--- src/rtl/mod_counter_n.sv ---
// mod_counter_n: parametrised synchronous modulo-N up/down counter.
// 161-style ENP/ENT gating and RCO, so stages cascade into wider counters.
// Adds a count-direction input, a registered wrap pulse, a sticky wrap flag
// with acknowledge, and a registered out-of-range load pulse.
module mod_counter_n #(
    parameter int     WIDTH   = 4,
    parameter longint MODULUS = 16
) (
    input  logic             clk,
    input  logic             rst,
    input  logic             clr,
    input  logic             load,
    input  logic [WIDTH-1:0] d,
    input  logic             enp,
    input  logic             ent,
    input  logic             up,
    input  logic             wrap_ack,
    output logic [WIDTH-1:0] q,
    output logic             rco,
    output logic             tc,
    output logic             wrap,
    output logic             wrap_flag,
    output logic             load_err
);

    // MODULUS is a longint so that MODULUS = 2^32 is representable at WIDTH = 32.
    generate
        if (WIDTH < 1 || WIDTH > 32 || MODULUS < 2 ||
            MODULUS > (longint'(1) << WIDTH)) begin : g_bad_params
            $error("mod_counter_n: WIDTH must be 1..32 and MODULUS 2..2^WIDTH");
        end
    endgenerate

    // Highest legal count. When MODULUS = 2^WIDTH this is all ones, so the
    // wrap coincides with natural binary rollover.
    localparam logic [WIDTH-1:0] MAX_Q  = WIDTH'(MODULUS - 1);
    localparam logic [WIDTH-1:0] ZERO_Q = '0;
    localparam logic [WIDTH-1:0] ONE_Q  = WIDTH'(1);

    logic [WIDTH-1:0] q_next;
    logic             wrap_next;
    logic             load_err_next;
    logic             wrap_flag_next;
    logic             count_en;

    // Terminal count follows the current direction combinationally; ent gates
    // only the carry out, which keeps ent->rco a single AND for cascading.
    assign tc       = up ? (q == MAX_Q) : (q == ZERO_Q);
    assign rco      = ent & tc;
    assign count_en = enp & ent;

    // Next-state selection with priority clr > load > count > hold.
    always_comb begin
        // NOTE: every output of this block gets a default first, so no path
        // through the if/else chain can leave a variable unassigned (no latch).
        q_next         = q;
        wrap_next      = 1'b0;
        load_err_next  = 1'b0;
        wrap_flag_next = wrap_flag;

        if (clr) begin
            q_next = ZERO_Q;
        end else if (load) begin
            // Out-of-range data clamps to the top legal value so q never
            // holds a value >= MODULUS.
            if (d <= MAX_Q) begin
                q_next = d;
            end else begin
                q_next        = MAX_Q;
                load_err_next = 1'b1;
            end
        end else if (count_en) begin
            if (up) begin
                q_next = (q == MAX_Q) ? ZERO_Q : q + ONE_Q;
            end else begin
                q_next = (q == ZERO_Q) ? MAX_Q : q - ONE_Q;
            end
            wrap_next = tc;
        end

        // Setting the sticky flag takes precedence over a simultaneous ack.
        if (wrap_next) begin
            wrap_flag_next = 1'b1;
        end else if (wrap_ack) begin
            wrap_flag_next = 1'b0;
        end
    end

    // State register with synchronous reset overriding every other input.
    always_ff @(posedge clk) begin
        // NOTE: sequential state uses non-blocking assignments so every
        // register samples its pre-edge inputs, independent of statement order.
        if (rst) begin
            q         <= ZERO_Q;
            wrap      <= 1'b0;
            wrap_flag <= 1'b0;
            load_err  <= 1'b0;
        end else begin
            q         <= q_next;
            wrap      <= wrap_next;
            wrap_flag <= wrap_flag_next;
            load_err  <= load_err_next;
        end
    end

endmodule

--- config.mk ---
export PLATFORM = sky130hd
export DESIGN_NAME = mod_counter_n
export DESIGN_NICKNAME = d
export VERILOG_FILES = /design/src/rtl/mod_counter_n.sv
export SDC_FILE = /design/constraint.sdc
export NUM_CORES = 1
export LEC_CHECK = 0
export CORE_AREA = 2 2 39 41
export CTS_CLUSTER_DIAMETER = 30
export CTS_CLUSTER_SIZE = 30
export DETAILED_ROUTE_END_ITERATION = 8
export DIE_AREA = 0 0 41 43
export GPL_ROUTABILITY_DRIVEN = 1
export HOLD_SLACK_MARGIN = 0.06
export RECOVER_POWER = 50
export SLEW_MARGIN = 10
export SYNTH_ARGS = -nofsm -noshare
export SYNTH_HDL_FRONTEND = slang
export SYNTH_SLANG_ARGS = --single-unit
export TNS_END_PERCENT = 1
--- constraint.sdc ---
create_clock -name clk -period 3.5 [get_ports clk]
set_clock_uncertainty 0.05 [all_clocks]
set_input_delay 0.35 -clock clk [delete_from_list [all_inputs] [get_ports clk]]
set_output_delay 0.35 -clock clk [all_outputs]
set_load 0.05 [all_outputs]
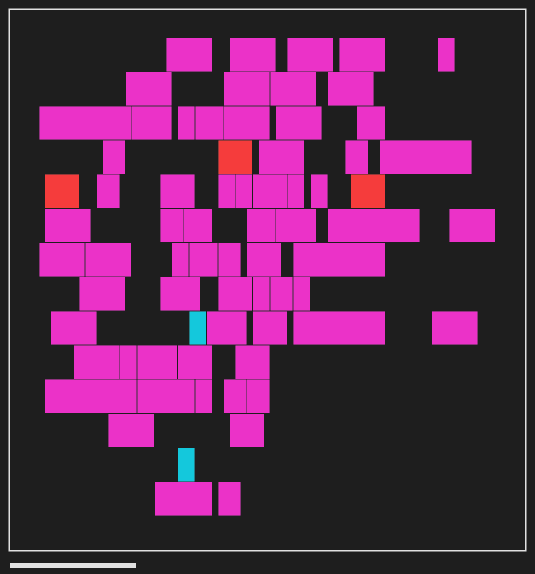
**Above:** sizing map.
Bar = 10 µm.
legend:
  red:
    size: x3 and x4
    cells: 3
    most_used: clkbuf_4
  magenta:
    size: x1 and smaller
    cells: 66
    most_used: clkdlybuf4s50_1
  cyan:
    size: x2
    cells: 2
    most_used: inv_2
Non-CTS buffers: 19
Layout area overhead: 55.52%
PnR worst setup slack: 0.5481 ns
final instance area: 616.8 µm²

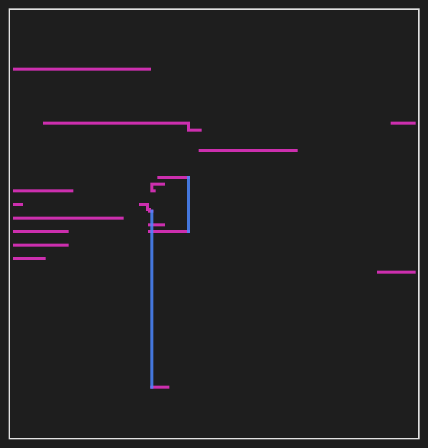
**Above:** routed metal, one colour a layer.
Two of the layers only.
legend:
  magenta:
    layer: M3
    wire_length: 89.9 µm
  blue:
    layer: M4
    wire_length: 23.1 µm
DR WL/cell: 11.57 µm
Post-Route WL: 1007 µm
vias: 452

==> flow_metrics.tcl <==
# yosys + openroad results
set metrics [dict create \
    first_pass_iters 4 \
    layout_min_cycle_time_ns 2.952 \
    top_cells_by_count "a21oi_1, dfxtp_1, nor2_1" \
    pwr-share-seq_pct 37.5 \
    holdWs_ns 0.4217 \
    yosysCellCount 50 \
    slowest_delay_ns 0.80 \
    simple_gate_share_pct 20.50 \
    holdCritPathClass "reg -> reg" \
    yosysTopAreaCellShare_pct 30.28 \
    worstSetupEndpointType "primary output" \
    globalplace.congestion 0.8765 \
    tightest_slew_ns 0.5087 \
    io_pins 21 \
    cellPowerDensity_nw_per_um2 327.3 \
    m1WireLength_um 413 \
    power_combinational_uw 60.6 \
    cts_tree "yes" \
    drv_cap 0 \
    power_clock_uw 65.6 \
    fmax_mhz 338.8 \
    finalCritPeriodShare_pct 84.34 \
    outcome "completed" \
    cts-buffers-inserted 3 \
    die_area_um2 1763 \
    cp.required_ns 3.10 \
    postCtsSetupBuffers 0 \
    path_class "in -> out" \
    edf_count 0 \
    topCellsByArea "dfxtp_1, a21oi_1, ha_1" \
    synth-seq-cells 6 \
    instances_no_fill 87 \
    xor_share_pct 6.625 \
    crit_family "buffers and inverters" \
    top_layer "met4" \
    insertion_delay_ns 0.25 \
    path_cells "dlygate4sd3_1 -> nand2b_1 -> o31ai_1 -> and2_1 -> clkdlybuf4s50_1" \
    switchingPower_uw 65.16 \
    clock-sinks 6 \
    placed_area_um2 599.3 \
    switching_share_pct 32.27 \
    min_to "wrap_flag$_SDFFE_PP0P_" \
]
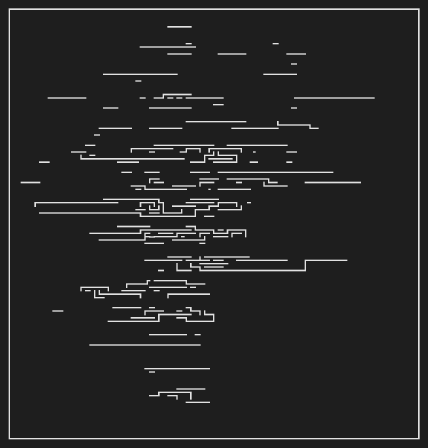
**Above:** the metal 1 layer.
nets with wire on the layer: 69
longest straight run: 11.5 µm
wire length on this layer: 414 µm
share of all routed wire: 41%
main direction: horizontal

how the worst max path moves through the flow:
stage | slack (ns) | depth (start not counted) | endpoint | from
final | 0.55 | 5 | rco | up
after global routing | 0.43 | 5 | rco | up
after CTS | 0.81 | 5 | rco | up
after detailed placement | 0.80 | 5 | rco | up
after global placement | 0.84 | 5 | rco | up
after floorplan | 0.85 | 5 | rco | q[0]$_SDFFE_PP0P_
state kept, by name, summed over array words and instances, names as in the netlist:
signal,flops
q,4
wrap,1
wrap_flag,1
area by class of cell:
type                       count  area [µm²]
tap                           16       20.02
multi-input combinational     38       245.2
fill                         142       767.0
inverter                       5       18.77
timing repair buffer          19       190.2
clock buffer                   3       22.52
sequential                     6       120.1
No activity file was given, so power comes from the tool's default toggle rates.
